### src/rtl/bcd_stopwatch_if.sv
// rtl/bcd_stopwatch_if.sv - command, tick and time-display signals of the BCD stopwatch
interface bcd_stopwatch_if;
    logic       tick;
    logic       start;
    logic       stop;
    logic       clear;
    logic [3:0] sec_lo;
    logic [3:0] sec_hi;
    logic [3:0] min_lo;
    logic [3:0] min_hi;
    logic       running;
    logic       sec_pulse;
    logic       overflow;

    modport master (
        output tick, start, stop, clear,
        input  sec_lo, sec_hi, min_lo, min_hi, running, sec_pulse, overflow
    );

    modport slave (
        input  tick, start, stop, clear,
        output sec_lo, sec_hi, min_lo, min_hi, running, sec_pulse, overflow
    );
endinterface

### src/rtl/bcd_stopwatch.sv
// rtl/bcd_stopwatch.sv - mm:ss BCD stopwatch counting DIV tick rises per second
module bcd_stopwatch #(
    parameter int unsigned DIV = 100
) (
    input  logic             clkin,
    input  logic             rst,
    bcd_stopwatch_if.slave   sw
);
    localparam logic [15:0] DIV_M1 = 16'(DIV - 1);

    typedef enum logic [1:0] {
        IDLE = 2'b00,
        RUN  = 2'b01,
        HALT = 2'b10
    } state_t;

    state_t      state_q, state_d;
    logic        tick_q, tick_d;
    logic [15:0] presc_q, presc_d;
    logic [3:0]  sec_lo_q, sec_lo_d, sec_hi_q, sec_hi_d;
    logic [3:0]  min_lo_q, min_lo_d, min_hi_q, min_hi_d;
    logic        running_q, running_d;
    logic        sec_pulse_q, sec_pulse_d;
    logic        overflow_q, overflow_d;
    logic        rise;
    logic        count;

    assign rise  = sw.tick & ~tick_q;
    // Only a rise seen while already in RUN advances time; start/stop cycles never count.
    assign count = (state_q == RUN) && rise && !sw.clear && !sw.stop;

    always_comb begin
        state_d     = state_q;
        tick_d      = sw.tick;
        presc_d     = presc_q;
        sec_lo_d    = sec_lo_q;
        sec_hi_d    = sec_hi_q;
        min_lo_d    = min_lo_q;
        min_hi_d    = min_hi_q;
        overflow_d  = overflow_q;
        sec_pulse_d = 1'b0;

        if (sw.clear) begin
            state_d    = IDLE;
            presc_d    = '0;
            sec_lo_d   = '0;
            sec_hi_d   = '0;
            min_lo_d   = '0;
            min_hi_d   = '0;
            overflow_d = 1'b0;
        end else begin
            case (state_q)
                RUN:       if (sw.stop)  state_d = HALT;
                IDLE, HALT: if (sw.start) state_d = RUN;
                default:   state_d = IDLE;
            endcase

            if (count) begin
                if (presc_q == DIV_M1) begin
                    presc_d     = '0;
                    sec_pulse_d = 1'b1;
                    if (sec_lo_q >= 4'd9) begin
                        sec_lo_d = '0;
                        if (sec_hi_q >= 4'd5) begin
                            sec_hi_d = '0;
                            if (min_lo_q >= 4'd9) begin
                                min_lo_d = '0;
                                if (min_hi_q >= 4'd5) begin
                                    min_hi_d   = '0;
                                    overflow_d = 1'b1;
                                end else begin
                                    min_hi_d = min_hi_q + 4'd1;
                                end
                            end else begin
                                min_lo_d = min_lo_q + 4'd1;
                            end
                        end else begin
                            sec_hi_d = sec_hi_q + 4'd1;
                        end
                    end else begin
                        sec_lo_d = sec_lo_q + 4'd1;
                    end
                end else begin
                    presc_d = presc_q + 16'd1;
                end
            end
        end

        running_d = (state_d == RUN);
    end

    always_ff @(posedge clkin or negedge rst) begin
        if (!rst) begin
            state_q     <= IDLE;
            tick_q      <= 1'b0;
            presc_q     <= '0;
            sec_lo_q    <= '0;
            sec_hi_q    <= '0;
            min_lo_q    <= '0;
            min_hi_q    <= '0;
            running_q   <= 1'b0;
            sec_pulse_q <= 1'b0;
            overflow_q  <= 1'b0;
        end else begin
            state_q     <= state_d;
            tick_q      <= tick_d;
            presc_q     <= presc_d;
            sec_lo_q    <= sec_lo_d;
            sec_hi_q    <= sec_hi_d;
            min_lo_q    <= min_lo_d;
            min_hi_q    <= min_hi_d;
            running_q   <= running_d;
            sec_pulse_q <= sec_pulse_d;
            overflow_q  <= overflow_d;
        end
    end

    assign sw.sec_lo    = sec_lo_q;
    assign sw.sec_hi    = sec_hi_q;
    assign sw.min_lo    = min_lo_q;
    assign sw.min_hi    = min_hi_q;
    assign sw.running   = running_q;
    assign sw.sec_pulse = sec_pulse_q;
    assign sw.overflow  = overflow_q;
endmodule
### src/flat_wrapper.sv
// flat-port wrapper written by rule: the top's interface ports become plain ports
module bcd_stopwatch_flat 
#(
    parameter int unsigned DIV = 100
)
  (clkin, rst, sw_tick, sw_start, sw_stop, sw_clear, sw_sec_lo, sw_sec_hi, sw_min_lo, sw_min_hi, sw_running, sw_sec_pulse, sw_overflow);
  bcd_stopwatch_if sw_i ();
  input  logic clkin;
  input  logic rst;
  input wire logic [$bits(sw_i.tick)-1:0] sw_tick;
  input wire logic [$bits(sw_i.start)-1:0] sw_start;
  input wire logic [$bits(sw_i.stop)-1:0] sw_stop;
  input wire logic [$bits(sw_i.clear)-1:0] sw_clear;
  output wire logic [$bits(sw_i.sec_lo)-1:0] sw_sec_lo;
  output wire logic [$bits(sw_i.sec_hi)-1:0] sw_sec_hi;
  output wire logic [$bits(sw_i.min_lo)-1:0] sw_min_lo;
  output wire logic [$bits(sw_i.min_hi)-1:0] sw_min_hi;
  output wire logic [$bits(sw_i.running)-1:0] sw_running;
  output wire logic [$bits(sw_i.sec_pulse)-1:0] sw_sec_pulse;
  output wire logic [$bits(sw_i.overflow)-1:0] sw_overflow;
  assign sw_i.tick = sw_tick;
  assign sw_i.start = sw_start;
  assign sw_i.stop = sw_stop;
  assign sw_i.clear = sw_clear;
  assign sw_sec_lo = sw_i.sec_lo;
  assign sw_sec_hi = sw_i.sec_hi;
  assign sw_min_lo = sw_i.min_lo;
  assign sw_min_hi = sw_i.min_hi;
  assign sw_running = sw_i.running;
  assign sw_sec_pulse = sw_i.sec_pulse;
  assign sw_overflow = sw_i.overflow;
  bcd_stopwatch #(.DIV(DIV)) u_core (.clkin(clkin), .rst(rst), .sw(sw_i));
endmodule
### config.mk
export PLATFORM = sky130hd
export DESIGN_NAME = bcd_stopwatch_flat
export DESIGN_NICKNAME = d
export VERILOG_FILES = /design/src/rtl/bcd_stopwatch_if.sv /design/src/rtl/bcd_stopwatch.sv /design/src/flat_wrapper.sv
export SDC_FILE = /design/constraint.sdc
export NUM_CORES = 1
export LEC_CHECK = 0
export CORE_ASPECT_RATIO = 1.4
export CORE_MARGIN = 1
export CORE_UTILIZATION = 35
export DETAILED_ROUTE_END_ITERATION = 16
export GPL_TIMING_DRIVEN = 0
export SYNTH_ARGS = -nofsm -noshare
export SYNTH_HDL_FRONTEND = slang
export SYNTH_SLANG_ARGS = --single-unit
export TNS_END_PERCENT = 5
### constraint.sdc
create_clock -name clkin -period 4.5 [get_ports clkin]
set_input_delay 0.9 -clock clkin [delete_from_list [all_inputs] [get_ports clkin]]
set_output_delay 0.9 -clock clkin [all_outputs]
set_load 0.05 [all_outputs]
### Metal 1

Scale: 4 px per micron. Supply wires on this layer in gray.
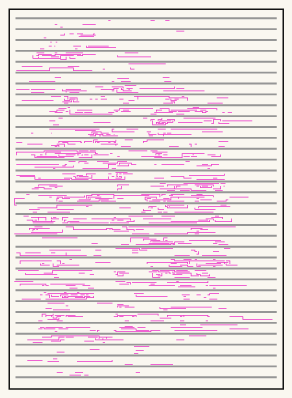
wire length on this layer: 2,020 microns
longest straight run: 26.7 microns

### Zoomed window

Region (19, 51) to (49, 81) microns. Cells in gray, sequential cells in the stronger gray; small squares are vias.
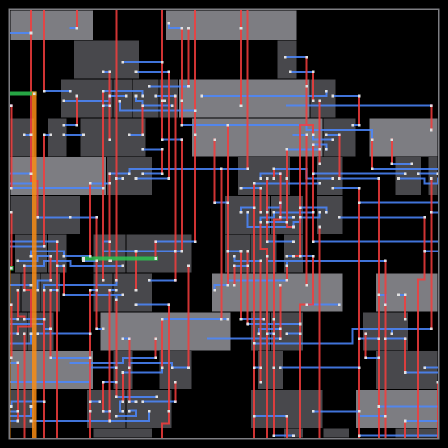
legend:
  M2:
    color: red
  M1:
    color: blue
  M3:
    color: green
  M4:
    color: orange
sequential cells in the window: 10
netlist names of flops here include: u_core.presc_q (5), u_core.sw.min_lo (3), u_core.sw.sec_hi (2)
cells with their middle in the window: 53
most frequent: dfrtp_1 (10), o21ai_0 (6)

### Metal layers overlaid

Scale: 4 px per micron. Only two layers are drawn.
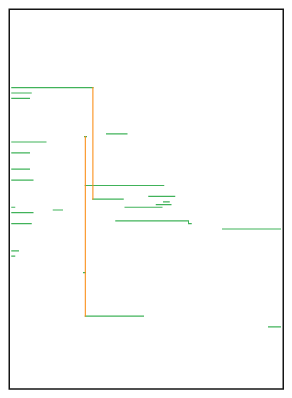
legend:
  M4:
    color: orange
    wire_length: 72.8 microns
  M3:
    color: green
    wire_length: 172 microns

### Gate families picked out

Scale: 4 px per micron.
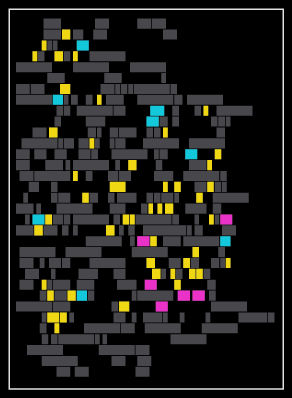
legend:
  non-inverting ao/oa cells:
    color: cyan
    cells: 8
    most_used: a211o_1
  xor and xnor cells:
    color: magenta
    cells: 6
    most_used: xor2_1
    where: bottom center
  nand cells:
    color: yellow
    cells: 47
    most_used: nand2_1

==> run_summary.xml <==
<?xml version="1.0" encoding="UTF-8"?>
<metrics>
  <group name="clock_tree">
    <metric name="number_of_h_tree_levels" unit="">2</metric>
    <metric name="worst_skew_pair.late_latency" unit="ns">0.29</metric>
    <metric name="clockRootBuffer" unit="">clkbuf_8</metric>
    <metric name="cts_tree" unit="">done</metric>
    <metric name="clock_transition_at_path_regs" unit="ns">0.08</metric>
    <metric name="cts-hold-fix-buffers" unit="">0</metric>
  </group>
  <group name="grt">
    <metric name="all_layer_global_routing_usage" unit="%">17.4</metric>
    <metric name="global_route_layer_with_the_greatest_usage" unit="">met2</metric>
    <metric name="grt_first_pass_wirelength" unit="microns">8420</metric>
    <metric name="groute.layer.met2.usage" unit="%">29.3</metric>
    <metric name="number_of_global_route_vias_before_repair" unit="">1767</metric>
    <metric name="met3_track_utilization_from_global_routing" unit="%">3.50</metric>
    <metric name="grt_start_max_net_pins" unit="">28</metric>
    <metric name="globalRouteMet1Util" unit="%">21.2</metric>
  </group>
  <group name="synth">
    <metric name="synthesis.area" unit="sq um">2140</metric>
    <metric name="postSynthCellCount" unit="">230</metric>
    <metric name="synth_top_flop_cell" unit="">dfrtp_1</metric>
    <metric name="post_synth_and_or_nand_nor_area_fraction" unit="%">25.0</metric>
    <metric name="netlist-cell-type-count" unit="">46</metric>
    <metric name="synthTopCellsByCount" unit="">dfrtp_1, o21ai_0, nor2_1, nand2_1, inv_1</metric>
    <metric name="count_of_library_flops_with_an_enable_pin" unit="">0</metric>
    <metric name="top_cell" unit="">dfrtp_1</metric>
    <metric name="synth_top_area_share" unit="%">44.4</metric>
    <metric name="mappedNetlistNets" unit="">249</metric>
    <metric name="top_area_cell" unit="">dfrtp_1</metric>
    <metric name="topCombFamilyByArea" unit="">simple AND/OR/NAND/NOR gates</metric>
    <metric name="synth.mux.area_fraction" unit="%">0.935</metric>
    <metric name="aoi_share" unit="%">15.8</metric>
    <metric name="synth-async-reset-ratio" unit="%">100</metric>
    <metric name="synthTopCellsByArea" unit="">dfrtp_1, ha_1, o21ai_0, nor2_1, nand3_1</metric>
  </group>
  <group name="power_and_ir_drop">
    <metric name="power.sequential.fraction" unit="%">47.1</metric>
    <metric name="pg_clk" unit="mW">0.287</metric>
    <metric name="peak_supply_drop" unit="uV">115</metric>
    <metric name="p_per_area" unit="nW/um^2">300</metric>
    <metric name="netSwitchingPower" unit="mW">0.218</metric>
    <metric name="sw_frac_of_total" unit="%">28.1</metric>
    <metric name="power.group.top" unit="">registers</metric>
    <metric name="pwr.group.combinational" unit="mW">0.122</metric>
    <metric name="power_frac_clock" unit="%">37.0</metric>
  </group>
  <group name="finish">
    <metric name="register_area" unit="sq um">951</metric>
    <metric name="layout.comb_gates.multi_input" unit="">171</metric>
    <metric name="final_design_area_no_fill" unit="sq um">2580</metric>
    <metric name="clock_buffer_count" unit="">5</metric>
    <metric name="area_share_nonclk_buffers" unit="%">10.4</metric>
    <metric name="area_dominant_class" unit="">combinational gates</metric>
    <metric name="seq_share" unit="%">36.8</metric>
    <metric name="fillCellCount" unit="">597</metric>
    <metric name="n_all_inverters" unit="">16</metric>
    <metric name="combAreaFraction" unit="%">42.9</metric>
    <metric name="layoutNonFillerInstCount" unit="">332</metric>
  </group>
  <group name="detailed_routing">
    <metric name="dr.pass1.iters" unit="">4</metric>
    <metric name="route.final.wire_length" unit="microns">4800</metric>
    <metric name="drt_drc_violations_left" unit="">0</metric>
    <metric name="initialDrtViolationCount" unit="">75</metric>
    <metric name="detail_route.wl_per_cell" unit="microns">14.5</metric>
    <metric name="via_count" unit="">1809</metric>
    <metric name="wirelength_met1" unit="microns">2020</metric>
    <metric name="met2WireLength" unit="microns">2530</metric>
    <metric name="drt.antenna.violating_nets" unit="">0</metric>
    <metric name="met3_length" unit="microns">172</metric>
  </group>
  <group name="timing">
    <metric name="skew_final" unit="ns">0.00464</metric>
    <metric name="timing.hold.ws" unit="ns">0.490</metric>
    <metric name="setup_slack" unit="ns">1.80</metric>
    <metric name="final_max_slew_viol_count" unit="">0</metric>
    <metric name="report.final.setup_viol" unit="">0</metric>
    <metric name="finalCriticalPeriod" unit="ns">2.70</metric>
    <metric name="setup_tns" unit="ns">0</metric>
    <metric name="slew_headroom" unit="%">52.8</metric>
  </group>
  <group name="floorplan">
    <metric name="floorplan.tapcells" unit="">70</metric>
    <metric name="chipArea" unit="sq um">6440</metric>
    <metric name="rows" unit="">33</metric>
    <metric name="fp-utilization" unit="%">36.5</metric>
    <metric name="die_h" unit="microns">94.5</metric>
    <metric name="die.size.x" unit="microns">68.1</metric>
  </group>
  <group name="placement">
    <metric name="numPlacedInstances" unit="">324</metric>
    <metric name="gp_congestion" unit="">0.861</metric>
    <metric name="port_buffers" unit="">23</metric>
    <metric name="detailed_place_hpwl" unit="microns">3570</metric>
  </group>
  <group name="critical_path">
    <metric name="cp.arrival" unit="ns">2.88</metric>
    <metric name="startpoint" unit="">sw_stop</metric>
    <metric name="crit_path_max_incr_delay" unit="ns">0.56</metric>
    <metric name="timing.critical_path.to" unit="">u_core.presc_q[7]</metric>
    <metric name="crit-reg2reg-capture" unit="">u_core.sw.min_lo[0]</metric>
    <metric name="buffers_plus_inverters_on_the_worst_setup_path" unit="">1</metric>
    <metric name="timing.critical_path.cells" unit="">clkdlybuf4s50_1 &gt; or4b_4 &gt; o21ai_0 &gt; nand4_1 &gt; xor2_1 &gt; nor2_1</metric>
    <metric name="timing.reg2reg.setup_slack" unit="ns">2.44</metric>
    <metric name="timing.critical_path.depth" unit="">6</metric>
    <metric name="cp-end-kind" unit="">flip-flop</metric>
  </group>
  <group name="worst_hold_path">
    <metric name="hp-class" unit="">in2async</metric>
  </group>
  <group name="outcome">
    <metric name="run_status" unit="">finished, final reports clean</metric>
  </group>
</metrics>
